$ cat config.mk
export PLATFORM = sky130hd
export DESIGN_NAME = axi_rd_arbiter_flat
export DESIGN_NICKNAME = d
export VERILOG_FILES = /design/src/rtl/axi_rd_arbiter_if.sv /design/src/rtl/axi_rd_arbiter.sv /design/src/flat_wrapper.sv
export SDC_FILE = /design/constraint.sdc
export NUM_CORES = 1
export LEC_CHECK = 0
export ABC_CLOCK_PERIOD_IN_PS = 3600
export CORE_AREA = 3 3 364 366
export CTS_CLUSTER_DIAMETER = 200
export DETAILED_ROUTE_END_ITERATION = 7
export DIE_AREA = 0 0 367 369
export GPL_TIMING_DRIVEN = 0
export PLACE_DENSITY = 0.35
export SKIP_LAST_GASP = 1
export SLEW_MARGIN = 20
export SYNTH_ARGS = -nofsm -noshare
export SYNTH_HDL_FRONTEND = slang
export SYNTH_SLANG_ARGS = --single-unit
$ cat constraint.sdc
create_clock -name clk -period 3.6 [get_ports clk]
set_clock_uncertainty 0.15 [all_clocks]
set_input_delay 0.72 -clock clk [delete_from_list [all_inputs] [get_ports clk]]
set_output_delay 0.72 -clock clk [all_outputs]
set_load 0.005 [all_outputs]
$ cat src/rtl/axi_rd_arbiter_if.sv
// Bundle of the upstream (s_*) and downstream (m_*) AXI4 read channels of axi_rd_arbiter.
// The arbiter uses the master modport; the environment around it uses the slave modport.
interface axi_rd_arbiter_if #(
    parameter int NUM_REQ = 2,
    parameter int ID_W    = 4,
    parameter int ADDR_W  = 32,
    parameter int DATA_W  = 256
);
    localparam int SEL_W = (NUM_REQ > 1) ? $clog2(NUM_REQ) : 1;

    logic [NUM_REQ-1:0]        s_arready;
    logic [NUM_REQ-1:0]        s_arvalid;
    logic [NUM_REQ*ID_W-1:0]   s_arid;
    logic [NUM_REQ*ADDR_W-1:0] s_araddr;
    logic [NUM_REQ*8-1:0]      s_arlen;
    logic [NUM_REQ-1:0]        s_rready;
    logic [NUM_REQ-1:0]        s_rvalid;
    logic [NUM_REQ*ID_W-1:0]   s_rid;
    logic [NUM_REQ*DATA_W-1:0] s_rdata;
    logic [NUM_REQ*2-1:0]      s_rresp;
    logic [NUM_REQ-1:0]        s_rlast;

    logic                      m_arready;
    logic                      m_arvalid;
    logic [ID_W+SEL_W-1:0]     m_arid;
    logic [ADDR_W-1:0]         m_araddr;
    logic [7:0]                m_arlen;
    logic                      m_rready;
    logic                      m_rvalid;
    logic [ID_W+SEL_W-1:0]     m_rid;
    logic [DATA_W-1:0]         m_rdata;
    logic [1:0]                m_rresp;
    logic                      m_rlast;

    modport master (
        input  s_arvalid, s_arid, s_araddr, s_arlen, s_rready,
        input  m_arready, m_rvalid, m_rid, m_rdata, m_rresp, m_rlast,
        output s_arready, s_rvalid, s_rid, s_rdata, s_rresp, s_rlast,
        output m_arvalid, m_arid, m_araddr, m_arlen, m_rready
    );

    modport slave (
        output s_arvalid, s_arid, s_araddr, s_arlen, s_rready,
        output m_arready, m_rvalid, m_rid, m_rdata, m_rresp, m_rlast,
        input  s_arready, s_rvalid, s_rid, s_rdata, s_rresp, s_rlast,
        input  m_arvalid, m_arid, m_araddr, m_arlen, m_rready
    );
endinterface

$ cat src/rtl/axi_rd_arbiter.sv
// Round-robin AXI4 read arbiter: NUM_REQ requesters share one read port; the AR stage is
// registered and tagged with the requester index, R beats are steered back by that tag.
module axi_rd_arbiter #(
    parameter int NUM_REQ   = 2,
    parameter int ID_W      = 4,
    parameter int ADDR_W    = 32,
    parameter int DATA_W    = 256,
    parameter int MAX_OUTST = 16
) (
    input  logic               clk,
    input  logic               rst_n,
    axi_rd_arbiter_if.master   bus
);
    localparam int SEL_W = (NUM_REQ > 1) ? $clog2(NUM_REQ) : 1;
    localparam int SEL_N = 1 << SEL_W;
    localparam int CNT_W = $clog2(MAX_OUTST + 1);

    logic [NUM_REQ-1:0]    elig_s;
    logic [NUM_REQ-1:0]    gnt_s;
    logic [SEL_W-1:0]      gnt_idx_s;
    logic [SEL_W-1:0]      cand_s;
    logic                  gnt_any_s;
    logic                  load_ok_s;
    logic                  accept_s;

    logic                  m_arvalid_q, m_arvalid_d;
    logic [ID_W+SEL_W-1:0] m_arid_q, m_arid_d;
    logic [ADDR_W-1:0]     m_araddr_q, m_araddr_d;
    logic [7:0]            m_arlen_q, m_arlen_d;
    logic [SEL_W-1:0]      rr_ptr_q, rr_ptr_d;

    logic [CNT_W-1:0]      outst_q [NUM_REQ];
    logic [CNT_W-1:0]      outst_d [NUM_REQ];
    logic [NUM_REQ-1:0]    inc_s;
    logic [NUM_REQ-1:0]    dec_s;

    logic [SEL_W-1:0]      sel_s;
    logic [SEL_N-1:0]      rready_pad_s;
    logic                  m_rready_s;
    logic [NUM_REQ-1:0]    s_rvalid_s;
    logic                  rdone_s;

    // Requester eligibility: a pending AR and room under its in-flight limit.
    always_comb begin
        for (int i = 0; i < NUM_REQ; i++) begin
            elig_s[i] = bus.s_arvalid[i] && (outst_q[i] < CNT_W'(MAX_OUTST));
        end
    end

    // Round-robin search over eligible requesters starting at rr_ptr.
    always_comb begin
        gnt_s     = '0;
        gnt_idx_s = '0;
        gnt_any_s = 1'b0;
        cand_s    = '0;
        for (int k = 0; k < NUM_REQ; k++) begin
            cand_s = SEL_W'((int'(rr_ptr_q) + k) % NUM_REQ);
            if (!gnt_any_s && elig_s[cand_s]) begin
                gnt_s[cand_s] = 1'b1;
                gnt_idx_s     = cand_s;
                gnt_any_s     = 1'b1;
            end else begin
                gnt_any_s     = gnt_any_s;
            end
        end
    end

    assign load_ok_s = !m_arvalid_q || bus.m_arready;
    assign accept_s  = gnt_any_s && load_ok_s && rst_n;

    // Next state of the AR output stage and the round-robin pointer.
    always_comb begin
        m_arvalid_d = m_arvalid_q;
        m_arid_d    = m_arid_q;
        m_araddr_d  = m_araddr_q;
        m_arlen_d   = m_arlen_q;
        rr_ptr_d    = rr_ptr_q;
        if (accept_s) begin
            m_arvalid_d = 1'b1;
            m_arid_d    = {gnt_idx_s, bus.s_arid[gnt_idx_s*ID_W +: ID_W]};
            m_araddr_d  = bus.s_araddr[gnt_idx_s*ADDR_W +: ADDR_W];
            m_arlen_d   = bus.s_arlen[gnt_idx_s*8 +: 8];
            rr_ptr_d    = SEL_W'((int'(gnt_idx_s) + 1) % NUM_REQ);
        end else if (bus.m_arready) begin
            m_arvalid_d = 1'b0;
        end else begin
            m_arvalid_d = m_arvalid_q;
        end
    end

    // R steering; tags beyond NUM_REQ see a padded ready of 1 so stray beats drain.
    always_comb begin
        sel_s        = bus.m_rid[ID_W+SEL_W-1:ID_W];
        rready_pad_s = '1;
        for (int i = 0; i < NUM_REQ; i++) begin
            rready_pad_s[i] = bus.s_rready[i];
            s_rvalid_s[i]   = bus.m_rvalid && (sel_s == SEL_W'(i));
        end
        m_rready_s = rready_pad_s[sel_s];
    end

    assign rdone_s = bus.m_rvalid && m_rready_s && bus.m_rlast;

    // Outstanding counters: simultaneous accept and burst completion cancel out.
    always_comb begin
        for (int i = 0; i < NUM_REQ; i++) begin
            inc_s[i] = accept_s && (gnt_idx_s == SEL_W'(i));
            dec_s[i] = rdone_s && (sel_s == SEL_W'(i)) && (outst_q[i] != '0);
            case ({inc_s[i], dec_s[i]})
                2'b10:   outst_d[i] = outst_q[i] + CNT_W'(1);
                2'b01:   outst_d[i] = outst_q[i] - CNT_W'(1);
                default: outst_d[i] = outst_q[i];
            endcase
        end
    end

    // State registers with synchronous active-low reset.
    always_ff @(posedge clk) begin
        if (!rst_n) begin
            m_arvalid_q <= 1'b0;
            m_arid_q    <= '0;
            m_araddr_q  <= '0;
            m_arlen_q   <= 8'h00;
            rr_ptr_q    <= '0;
            for (int i = 0; i < NUM_REQ; i++) begin
                outst_q[i] <= '0;
            end
        end else begin
            m_arvalid_q <= m_arvalid_d;
            m_arid_q    <= m_arid_d;
            m_araddr_q  <= m_araddr_d;
            m_arlen_q   <= m_arlen_d;
            rr_ptr_q    <= rr_ptr_d;
            for (int i = 0; i < NUM_REQ; i++) begin
                outst_q[i] <= outst_d[i];
            end
        end
    end

    assign bus.s_arready = gnt_s & {NUM_REQ{load_ok_s && rst_n}};
    assign bus.m_arvalid = m_arvalid_q;
    assign bus.m_arid    = m_arid_q;
    assign bus.m_araddr  = m_araddr_q;
    assign bus.m_arlen   = m_arlen_q;
    assign bus.m_rready  = m_rready_s;
    assign bus.s_rvalid  = s_rvalid_s;
    assign bus.s_rid     = {NUM_REQ{bus.m_rid[ID_W-1:0]}};
    assign bus.s_rdata   = {NUM_REQ{bus.m_rdata}};
    assign bus.s_rresp   = {NUM_REQ{bus.m_rresp}};
    assign bus.s_rlast   = {NUM_REQ{bus.m_rlast}};
endmodule

$ cat src/flat_wrapper.sv
// flat-port wrapper written by rule: the top's interface ports become plain ports
module axi_rd_arbiter_flat 
#(
    parameter int NUM_REQ   = 2,
    parameter int ID_W      = 4,
    parameter int ADDR_W    = 32,
    parameter int DATA_W    = 256,
    parameter int MAX_OUTST = 16
)
  (clk, rst_n, bus_s_arvalid, bus_s_arid, bus_s_araddr, bus_s_arlen, bus_s_rready, bus_m_arready, bus_m_rvalid, bus_m_rid, bus_m_rdata, bus_m_rresp, bus_m_rlast, bus_s_arready, bus_s_rvalid, bus_s_rid, bus_s_rdata, bus_s_rresp, bus_s_rlast, bus_m_arvalid, bus_m_arid, bus_m_araddr, bus_m_arlen, bus_m_rready);
  axi_rd_arbiter_if #(.NUM_REQ(NUM_REQ), .ID_W(ID_W), .ADDR_W(ADDR_W), .DATA_W(DATA_W)) bus_i ();
  input  logic clk;
  input  logic rst_n;
  input wire logic [$bits(bus_i.s_arvalid)-1:0] bus_s_arvalid;
  input wire logic [$bits(bus_i.s_arid)-1:0] bus_s_arid;
  input wire logic [$bits(bus_i.s_araddr)-1:0] bus_s_araddr;
  input wire logic [$bits(bus_i.s_arlen)-1:0] bus_s_arlen;
  input wire logic [$bits(bus_i.s_rready)-1:0] bus_s_rready;
  input wire logic [$bits(bus_i.m_arready)-1:0] bus_m_arready;
  input wire logic [$bits(bus_i.m_rvalid)-1:0] bus_m_rvalid;
  input wire logic [$bits(bus_i.m_rid)-1:0] bus_m_rid;
  input wire logic [$bits(bus_i.m_rdata)-1:0] bus_m_rdata;
  input wire logic [$bits(bus_i.m_rresp)-1:0] bus_m_rresp;
  input wire logic [$bits(bus_i.m_rlast)-1:0] bus_m_rlast;
  output wire logic [$bits(bus_i.s_arready)-1:0] bus_s_arready;
  output wire logic [$bits(bus_i.s_rvalid)-1:0] bus_s_rvalid;
  output wire logic [$bits(bus_i.s_rid)-1:0] bus_s_rid;
  output wire logic [$bits(bus_i.s_rdata)-1:0] bus_s_rdata;
  output wire logic [$bits(bus_i.s_rresp)-1:0] bus_s_rresp;
  output wire logic [$bits(bus_i.s_rlast)-1:0] bus_s_rlast;
  output wire logic [$bits(bus_i.m_arvalid)-1:0] bus_m_arvalid;
  output wire logic [$bits(bus_i.m_arid)-1:0] bus_m_arid;
  output wire logic [$bits(bus_i.m_araddr)-1:0] bus_m_araddr;
  output wire logic [$bits(bus_i.m_arlen)-1:0] bus_m_arlen;
  output wire logic [$bits(bus_i.m_rready)-1:0] bus_m_rready;
  assign bus_i.s_arvalid = bus_s_arvalid;
  assign bus_i.s_arid = bus_s_arid;
  assign bus_i.s_araddr = bus_s_araddr;
  assign bus_i.s_arlen = bus_s_arlen;
  assign bus_i.s_rready = bus_s_rready;
  assign bus_i.m_arready = bus_m_arready;
  assign bus_i.m_rvalid = bus_m_rvalid;
  assign bus_i.m_rid = bus_m_rid;
  assign bus_i.m_rdata = bus_m_rdata;
  assign bus_i.m_rresp = bus_m_rresp;
  assign bus_i.m_rlast = bus_m_rlast;
  assign bus_s_arready = bus_i.s_arready;
  assign bus_s_rvalid = bus_i.s_rvalid;
  assign bus_s_rid = bus_i.s_rid;
  assign bus_s_rdata = bus_i.s_rdata;
  assign bus_s_rresp = bus_i.s_rresp;
  assign bus_s_rlast = bus_i.s_rlast;
  assign bus_m_arvalid = bus_i.m_arvalid;
  assign bus_m_arid = bus_i.m_arid;
  assign bus_m_araddr = bus_i.m_araddr;
  assign bus_m_arlen = bus_i.m_arlen;
  assign bus_m_rready = bus_i.m_rready;
  axi_rd_arbiter #(.NUM_REQ(NUM_REQ), .ID_W(ID_W), .ADDR_W(ADDR_W), .DATA_W(DATA_W), .MAX_OUTST(MAX_OUTST)) u_core (.clk(clk), .rst_n(rst_n), .bus(bus_i));
endmodule
M2 wires:
(1 px per um) Cells faint in the background.
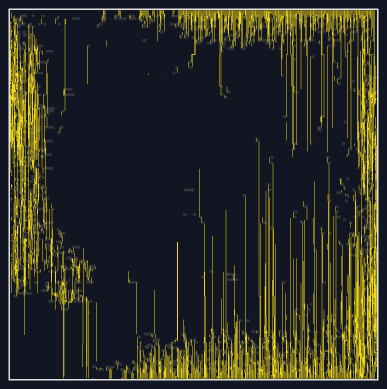
The layer carries 33.0 mm of wire. The layer holds 50% of the routed length.

I/O nets highlighted:
(1 px per um)
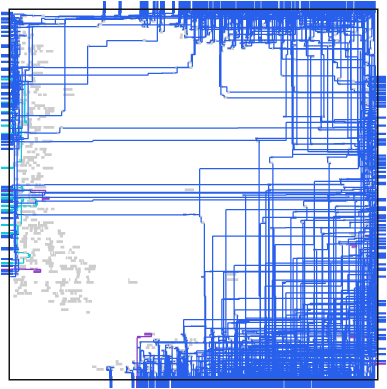
Key: purple = `bus_m_arid` [bits 5, direction output, end cells 5, wire 255 um]; blue = `bus_s_rdata` [bits 512, direction output, end cells 0, wire 47.9 mm]; cyan = `bus_s_arlen` [bits 16, direction input, end cells 8, wire 386 um]

==> impl_metrics.tcl <==
# place-and-route summary
set metrics [dict create \
    status "finished clean" \
    clock.fmax_mhz 297 \
    top_cell "buf_4" \
    grt_util_all_layers 0.0930 \
    syn_avg_cell_area_um2 8.42 \
    holdCritStartpoint "u_core.bus.m_arid[4]$_SDFFE_PN0P_" \
    sw_frac_of_total 0.283 \
    cts_tree "yes" \
    wire_per_inst_um 20.6 \
    worstSetupEndpointType "output pin" \
    grt_max_degree 11 \
    syn_nets 1147 \
    min_path_cells 1 \
    synthTopCellsByCount "530 x buf_4, 57 x dfxtp_1, 44 x a22oi_1, 44 x o2bb2ai_1, 9 x buf_2" \
    routed_wl_um 66200 \
    dp.cells 3193 \
    drv_cap 0 \
    synthCells 777 \
    antenna_found_initial 14 \
    row_count 132 \
    ff_type "dfxtp_1" \
    vias 7167 \
    cp.depth 6 \
    largest_reg_flops 32 \
    use_met3 0.0391 \
    edf_count 0 \
    dr.pass1.iters 4 \
    clk_pin_slew_ns 0.06 \
    path_delay_family "buffers and inverters" \
    io_buffers 674 \
    aoi_share 0.129 \
    pre_cts_slack_ns -0.366 \
    setup_tns_ns 0 \
    max-vdd-ir-drop_mv 0.245 \
    r2r_setup_slack_ns 0.83 \
    r2r_end "u_core.outst_q[0][3]$_SDFFE_PN0P_" \
    stdcell_count 3213 \
    power_density_mw_per_mm2 213 \
    async_flop_share 0 \
    topCellsByArea "buf_4 61%, dfxtp_1 17%, o2bb2ai_1 5.9%" \
    dpl.hpwl_um 61700 \
    fin_crit_ns 3.37 \
    power_switching_mw 0.950 \
    fp_util 0.0505 \
    max_stage_delay_ns 0.60 \
    post-synth-top-area-fraction 0.608 \
    drc 0 \
    syn_area_mm2 0.00654 \
    start_kind "input port" \
]
Track usage over the die:
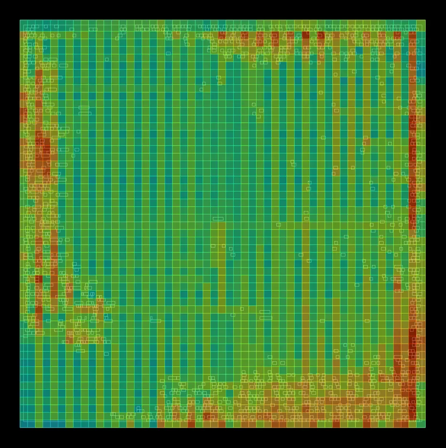
gr busiest metal: met2
GR Layer Usage met1: 0.105

Register map, names as in the netlist:
(1 px per um) Other sequential cells in the stronger gray, the rest of the logic in the fainter gray.
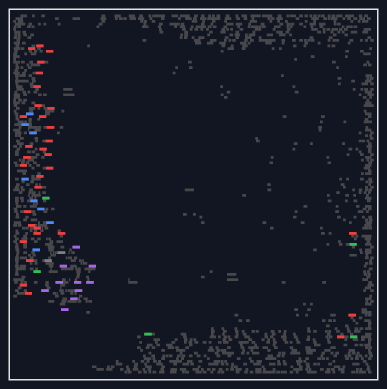
Key: green = `u_core.bus.m_arid` [placed flops 5]; blue = `u_core.bus.m_arlen` [placed flops 8, where west]; red = `u_core.bus.m_araddr` [placed flops 32]; purple = `u_core.outst_q` [placed flops 10, where south-west]

## metal layers
layer | up-vias | part of all wire
met5 | - | 0.0017
met4 | 16 | 0.011
met3 | 35 | 0.10
met2 | 460 | 0.50
met1 | 3249 | 0.38
li1 | 3407 | -
## power by group through the flow
stage,Sequential [mW],Combinational [mW],Clock (mW)
2_1_floorplan,0.733,0.606,0
6_report,0.722,1.63,1.01
5_1_grt,0.730,1.73,1.09
4_1_cts,0.723,1.67,1.07
3_5_place_dp,0.733,1.66,0
3_3_place_gp,0.734,1.67,0
## metrics by stage
step | total power, mW | hold slack [ns] | util | instance area, um2
finish | 3.36 | 0.309 | 0.122 | 15800
global route | 3.54 | 0.335 | 0.122 | 15800
CTS | 3.47 | 0.314 | 0.122 | 15800
detailed placement | 2.40 | 0.289 | 0.119 | 15500
global placement | 2.41 | 0.286 | 0.119 | 15500
floorplan | 1.34 | 0.301 | - | 6540
## final cells by class
class	instances	area (um2)
clock inverters	3	65.1
fillers	15000	114000
flip-flops and latches	57	1140
plain buffers	548	4060
repair buffers	676	6760
inverters	3	11.3
multi-input cells	169	1340
well taps	1742	2180
clock buffers	12	246
diodes	3	7.51
## worst max path at each step
stage | from | end | slack [ns]
2_1_floorplan | bus_m_arready | u_core.outst_q[0][3]$_SDFFE_PN0P_ | 0.58
3_3_place_gp | bus_m_arready | u_core.outst_q[0][3]$_SDFFE_PN0P_ | -0.36
3_5_place_dp | bus_m_arready | u_core.outst_q[0][3]$_SDFFE_PN0P_ | -0.37
4_1_cts | bus_s_arvalid[1] | bus_s_arready[1] | 0.05
5_1_grt | bus_m_arready | u_core.outst_q[0][3]$_SDFFE_PN0P_ | 0.05
6_report | bus_m_arready | bus_s_arready[0] | 0.23
Power figures rest on the tool's default switching activity, not on a simulated workload.
